### Supply network, run 1

Scale bar: 20 um. Pins as bars on the die edge. Tap cells in grey.
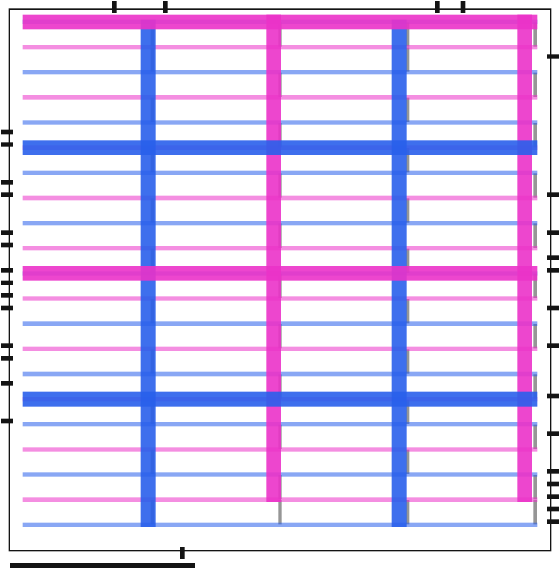
### Nets reached from selected ports, run 1

Scale bar: 20 um.
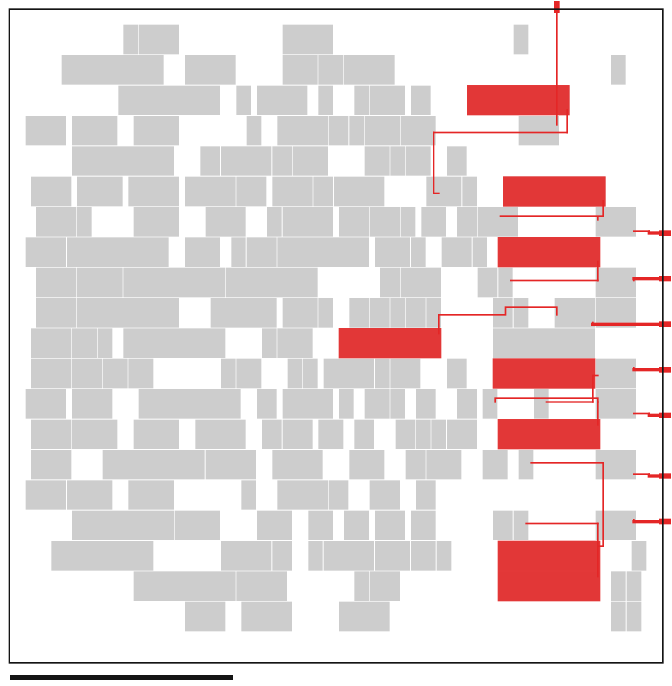
### Wiring heat map, run 1

The die is cut into 12 by 12 equal tiles; dark blue is low, red is high, scaled to the fullest tile. Values are wire area over tile area, all layers added.
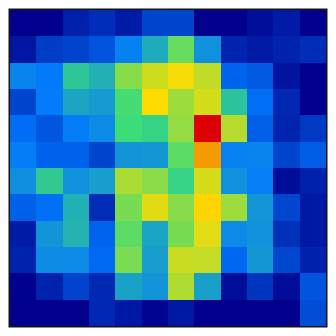
### Placement view, run 1

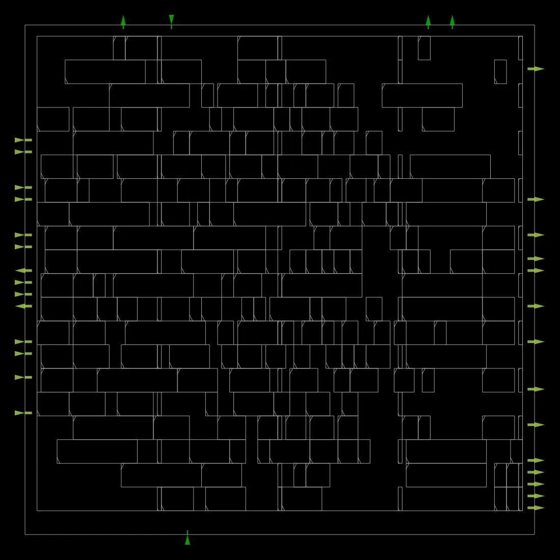
## src/rtl/conv_pkg.sv

```systemverilog
// Shared constants for the code_conv_pipe slice.
// Mode encodings and BCD/excess-3 digit constants.
package conv_pkg;

  localparam logic [1:0] MODE_B2G     = 2'd0;
  localparam logic [1:0] MODE_G2B     = 2'd1;
  localparam logic [1:0] MODE_BCD2XS3 = 2'd2;
  localparam logic [1:0] MODE_XS32BCD = 2'd3;

  localparam logic [3:0] XS3_OFFSET    = 4'd3;
  localparam logic [3:0] INVALID_DIGIT = 4'hF;

endpackage

```

## src/rtl/code_conv_nibble.sv

```systemverilog
// Combinational 4-bit BCD <-> excess-3 digit converter.
// Illegal digits produce INVALID_DIGIT with o_err set.
module conv_nibble
  import conv_pkg::*;
(
  input  logic       i_xs3_to_bcd,
  input  logic [3:0] i_d,
  output logic [3:0] o_d,
  output logic       o_err
);

  always_comb begin
    o_d   = INVALID_DIGIT;
    o_err = 1'b1;
    if (!i_xs3_to_bcd) begin
      if (i_d <= 4'd9) begin
        o_d   = i_d + XS3_OFFSET;
        o_err = 1'b0;
      end
    end else if (i_d >= 4'd3 && i_d <= 4'd12) begin
      o_d   = i_d - XS3_OFFSET;
      o_err = 1'b0;
    end
  end

endmodule

```

## src/rtl/code_conv_pipe.sv

```systemverilog
// Two-stage valid/ready binary/Gray/BCD/excess-3 converter.
// Define CONV_ERRCNT_EN to build the saturating err_cnt counter.
module code_conv_pipe
  import conv_pkg::*;
#(
  parameter int WIDTH    = 8,
  parameter int ERRCNT_W = 8
) (
  input  logic                clk,
  input  logic                rst,
  input  logic                in_valid,
  output logic                in_ready,
  input  logic [1:0]          in_mode,
  input  logic [WIDTH-1:0]    in_data,
  output logic                out_valid,
  input  logic                out_ready,
  output logic [WIDTH-1:0]    out_data,
  output logic                out_err,
  output logic [ERRCNT_W-1:0] err_cnt
);

  localparam int NIB = WIDTH / 4;

  if (WIDTH < 4 || (WIDTH % 4) != 0) begin : g_bad_width
    $error("code_conv_pipe: WIDTH must be a multiple of 4, >= 4");
  end

  logic             r_s1_valid;
  logic [1:0]       r_s1_mode;
  logic [WIDTH-1:0] r_s1_data;
  logic             r_out_valid;
  logic [WIDTH-1:0] r_out_data;
  logic             r_out_err;

  logic             w_s2_take;
  logic [WIDTH-1:0] w_gray;
  logic [WIDTH-1:0] w_bin;
  logic [WIDTH-1:0] w_nib;
  logic [NIB-1:0]   w_nerr;
  logic             w_xs3_dir;
  logic [WIDTH-1:0] w_conv;
  logic             w_err;

  assign w_s2_take = !r_out_valid || out_ready;
  assign in_ready  = !r_s1_valid || w_s2_take;
  assign out_valid = r_out_valid;
  assign out_data  = r_out_data;
  assign out_err   = r_out_err;

  always_ff @(posedge clk or posedge rst) begin
    if (rst) begin
      r_s1_valid <= 1'b0;
      r_s1_mode  <= MODE_B2G;
      r_s1_data  <= '0;
    end else if (in_ready) begin
      r_s1_valid <= in_valid;
      if (in_valid) begin
        r_s1_mode <= in_mode;
        r_s1_data <= in_data;
      end
    end
  end

  assign w_gray = r_s1_data ^ (r_s1_data >> 1);

  // Prefix XOR from the MSB down.
  always_comb begin
    logic acc;
    acc   = 1'b0;
    w_bin = '0;
    for (int i = WIDTH - 1; i >= 0; i--) begin
      acc      = acc ^ r_s1_data[i];
      w_bin[i] = acc;
    end
  end

  assign w_xs3_dir = (r_s1_mode == MODE_XS32BCD);

  for (genvar g = 0; g < NIB; g++) begin : g_nib
    conv_nibble u_nib (
      .i_xs3_to_bcd (w_xs3_dir),
      .i_d          (r_s1_data[4*g +: 4]),
      .o_d          (w_nib[4*g +: 4]),
      .o_err        (w_nerr[g])
    );
  end

  always_comb begin
    w_conv = w_gray;
    w_err  = 1'b0;
    unique case (r_s1_mode)
      MODE_B2G: w_conv = w_gray;
      MODE_G2B: w_conv = w_bin;
      MODE_BCD2XS3,
      MODE_XS32BCD: begin
        w_conv = w_nib;
        w_err  = |w_nerr;
      end
      default: ;
    endcase
  end

  always_ff @(posedge clk or posedge rst) begin
    if (rst) begin
      r_out_valid <= 1'b0;
      r_out_data  <= '0;
      r_out_err   <= 1'b0;
    end else if (w_s2_take) begin
      r_out_valid <= r_s1_valid;
      if (r_s1_valid) begin
        r_out_data <= w_conv;
        r_out_err  <= w_err;
      end
    end
  end

`ifdef CONV_ERRCNT_EN
  logic [ERRCNT_W-1:0] r_err_cnt;

  always_ff @(posedge clk or posedge rst) begin
    if (rst) begin
      r_err_cnt <= '0;
    end else if (r_out_valid && out_ready && r_out_err
                 && (r_err_cnt != '1)) begin
      r_err_cnt <= r_err_cnt + ERRCNT_W'(1);
    end
  end

  assign err_cnt = r_err_cnt;
`else
  assign err_cnt = '0;
`endif

endmodule

```

## config.mk

```make
export PLATFORM = sky130hd
export DESIGN_NAME = code_conv_pipe
export DESIGN_NICKNAME = d
export VERILOG_FILES = /design/src/rtl/conv_pkg.sv /design/src/rtl/code_conv_nibble.sv /design/src/rtl/code_conv_pipe.sv
export SDC_FILE = /design/constraint.sdc
export NUM_CORES = 1
export LEC_CHECK = 0
export CORE_MARGIN = 1
export CORE_UTILIZATION = 51
export CTS_CLUSTER_SIZE = 20
export DETAILED_ROUTE_END_ITERATION = 10
export GPL_TIMING_DRIVEN = 0
export PLACE_DENSITY = 0.87
export RECOVER_POWER = 25
export REMOVE_ABC_BUFFERS = 1
export SLEW_MARGIN = 5
export SYNTH_ARGS = -nofsm -noshare
export SYNTH_HDL_FRONTEND = slang
export SYNTH_SLANG_ARGS = --single-unit
```

## constraint.sdc

```tcl
create_clock -name clk -period 2.5 [get_ports clk]
set_input_delay 0.25 -clock clk [delete_from_list [all_inputs] [get_ports clk]]
set_output_delay 0.25 -clock clk [all_outputs]
set_load 0.05 [all_outputs]
```

==> flow_summary.json, run 1 <==
{
  "crit_slowest_cell": "dfrtp_1",
  "ys_sh_aoi_pct": 15.8,
  "largest_class": "multi-input combinational cells",
  "p_switching_mw": 0.690,
  "min_period_ns": 2.31,
  "top_logic_kind": "adder cells",
  "nets": 229,
  "drc_errors": 0,
  "yosysWarnings": 0,
  "final.setup.worst_slack_ns": 0.190,
  "htreeDepth": 1,
  "area_share_nonclk_buffers_pct": 12.7,
  "seq-power_mw": 0.501,
  "p_clk_mw": 0.166,
  "hold_depth": 2,
  "hold_path_class": "reg -> reg",
  "p_comb_share_pct": 55.9,
  "max_freq_ghz": 0.433,
  "warnings": 40,
  "worstPathRequired_ns": 2.70,
  "place_area_um2": 1870,
  "insertion_delay_ns": 0.30,
  "synthTopCellsByCount": "21 x dfrtp_1, 21 x ha_1, 15 x inv_1, 15 x nand2_1",
  "die_area_um2": 3410,
  "inverters_excl_clock": 15,
  "synth_flops": 21,
  "cts_sinks": 21,
  "seqPwrFrac_pct": 33.2,
  "comb_area_um2": 991,
  "use_met1_pct": 25.1,
  "synth.cellmix.simpleShare_pct": 12.0,
  "slew_viol_final": 0,
  "status": "completed",
  "cts_buffer_depth": 2,
  "top_power_group": "combinational logic",
  "ys.flop_type": "dfrtp_1",
  "grt_antenna_before_repair": 0,
  "netlist_area_um2": 1620,
  "finClkSkew_ns": 0.00179,
  "crit_buf_inv": 1,
  "max_cap_viol_count": 0,
  "worstSetupStartpoint": "r_s1_data[6]$_DFFE_PP0P_",
  "via_per_inst": 5.14,
  "p_total_mw": 1.51,
  "xor_area_share_pct": 7.02
}
Back to the opening pictures, 'Supply network':
colour	net
blue	VSS
magenta	VDD
met1 rails	21
met4 straps	4
rows	20
met5 straps	4

Back to the opening pictures, 'Nets reached from selected ports':
colour	port	bits	direction	end cells	wire
red	out_data	8	output	8	128 um

Back to the opening pictures, 'Wiring heat map':
nearly empty tiles	11%
densest ninth of the die	middle
tiles over half the peak	20%
emptiest ninth of the die	top right
fullest tile	0.47
mean over tiles	0.13

Back to the opening pictures, 'Placement view':
final core utilization: 62.6%
Flops: 21
tap cells: 44
Seq/total area: 27.7%

==> run 1 -> run 2 <==
Settings changed: GPL_TIMING_DRIVEN 0 to unset.
==> run 2 against run 1 <==
Net effect:
- worst hold slack worse by 0.00068 ns
- area after synthesis unchanged
- combinational power up 5.6%
- setup slack worse by 0.010 ns
- maximum frequency down 0.44%
==> flow_summary.json, run 2 <==
{
  "seqPwrFrac_pct": 31.6,
  "htreeDepth": 1,
  "top_power_group": "combinational logic",
  "cts_sinks": 21,
  "synth.cellmix.simpleShare_pct": 12.0,
  "comb_area_um2": 991,
  "synthTopCellsByCount": "21 x dfrtp_1, 21 x ha_1, 15 x inv_1, 15 x nand2_1",
  "status": "completed",
  "place_area_um2": 1910,
  "max_freq_ghz": 0.431,
  "hold_depth": 2,
  "min_period_ns": 2.32,
  "top_logic_kind": "adder cells",
  "well_tap_count": 44,
  "p_switching_mw": 0.709,
  "inverters_excl_clock": 15,
  "area_share_nonclk_buffers_pct": 14.4,
  "worstPathRequired_ns": 2.70,
  "warnings": 40,
  "netlist_area_um2": 1620
}
### Wiring heat map, run 2

The die is cut into 12 by 12 equal tiles; dark blue is low, red is high, scaled to the fullest tile. Values are wire area over tile area, all layers added.
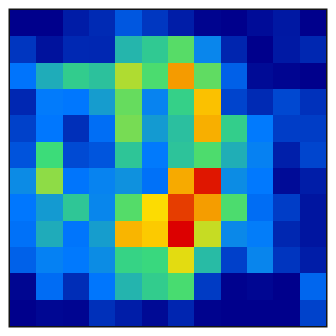
mean over tiles	0.15
fullest tile	0.54
tiles over half the peak	17%
densest ninth of the die	middle

### Nets reached from selected ports, run 2

Scale bar: 20 um.
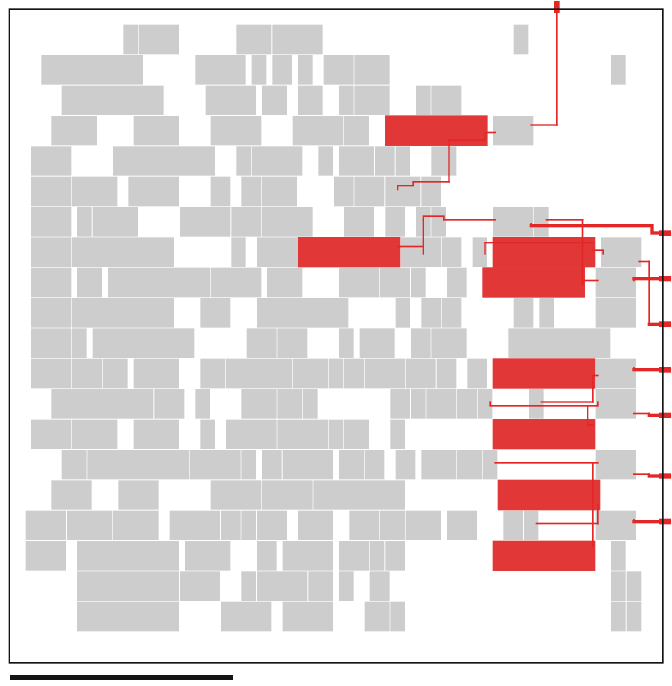
colour	port	bits	direction	end cells	wire
red	out_data	8	output	8	136 um

==> run 2 -> run 3 <==
Settings changed: CORE_UTILIZATION 51 to 50, SYNTH_HIERARCHICAL set to 1.
### Nets reached from selected ports, run 3

Scale bar: 20 um.
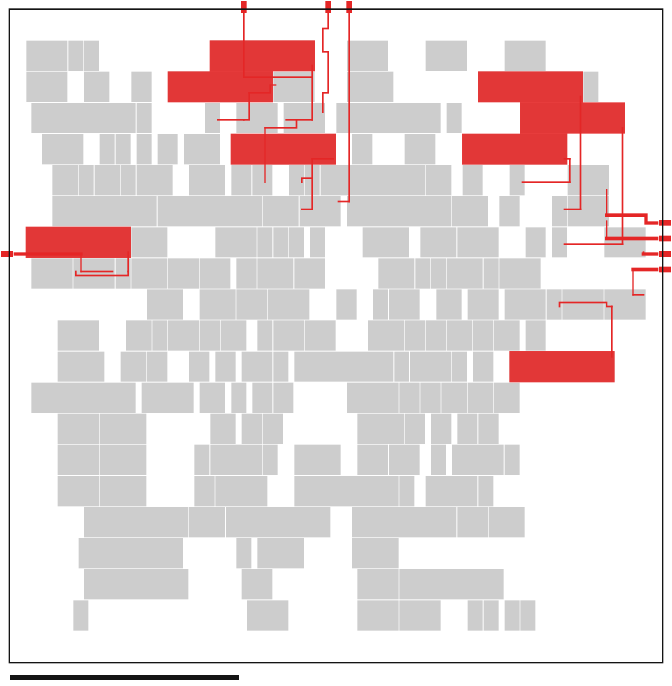
colour	port	bits	direction	end cells	wire
red	out_data	8	output	8	150 um

==> run 3 against run 2 <==
Net effect:
- the run now ends with DRC left
- maximum frequency rose by 14%
- highest routed layer unchanged
- area after synthesis fell by 6.6%
- cell count fell by 8.7%
- critical path type is now reg -> out
- clock power barely moved
- sequential power rose by 4%
- power fell by 2.3%
- sequential share of layout area rose by 2.5 points
- non-clock buffer count fell by 3
- flip-flop count did not move
==> flow_summary.json, run 3 <==
{
  "synth.cellmix.simpleShare_pct": 18.8,
  "rsz0062_at_grt": "false",
  "violations": "DRC",
  "netlist_area_um2": 1520,
  "inverters_excl_clock": 9,
  "top_power_group": "combinational logic",
  "seqPwrFrac_pct": 33.5,
  "p_switching_mw": 0.681,
  "comb_area_um2": 892,
  "via_per_inst": 5.56,
  "status": "finished with violations",
  "drc_errors": 2,
  "hold_depth": 2,
  "worstPathRequired_ns": 2.25,
  "place_area_um2": 1750,
  "htreeDepth": 1,
  "cts_sinks": 21,
  "warnings": 29,
  "top_logic_kind": "simple AND/OR/NAND/NOR gates",
  "min_period_ns": 2.04,
  "max_freq_ghz": 0.491,
  "synthTopCellsByCount": "21 x dfrtp_1, 19 x nand2_1, 10 x mux2_2, 10 x o21ai_0",
  "clkPwrFrac_pct": 11.1
}
### Supply network, run 3

Scale bar: 20 um. Pins as bars on the die edge. Tap cells in grey.
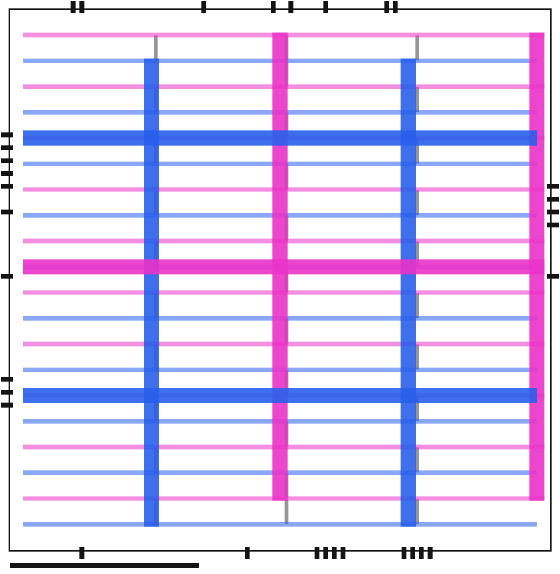
colour	net
magenta	VDD
blue	VSS
met5 straps	3
tap cells	31


==> screenshots <==
Cells coloured by class.
Fill, decap, tap and diode cells in grey.
Plate I
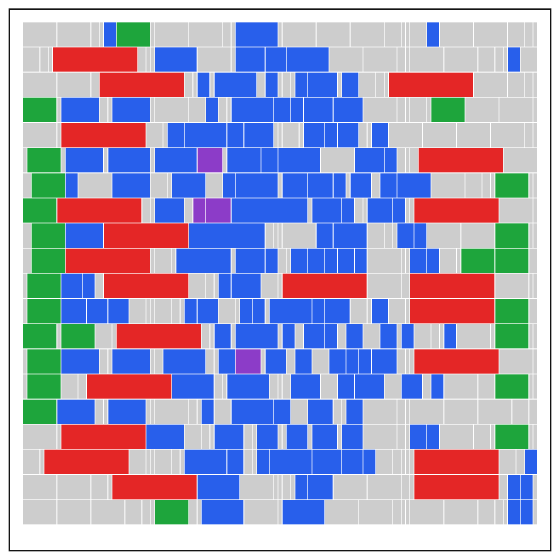
Plate II
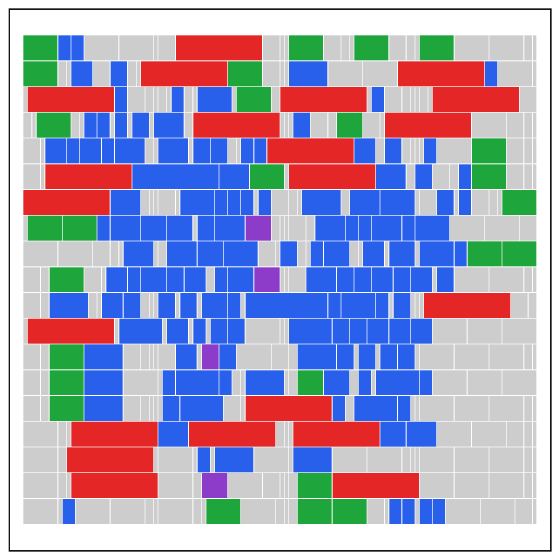
Plate III
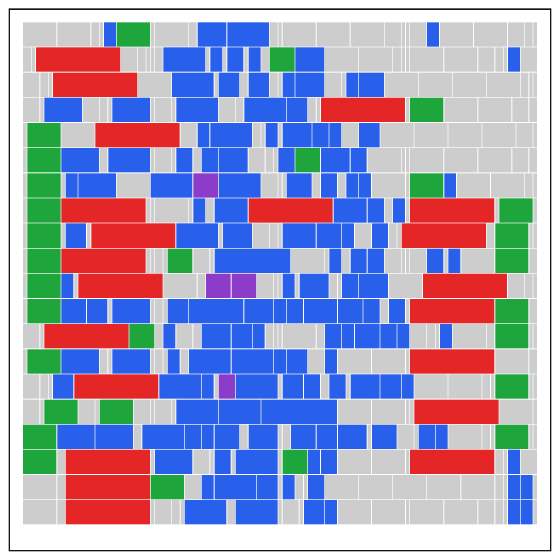
- Plate I = run 1
- Plate II = run 3
- Plate III = run 2

No activity file was given, so power comes from the tool's default toggle rates.
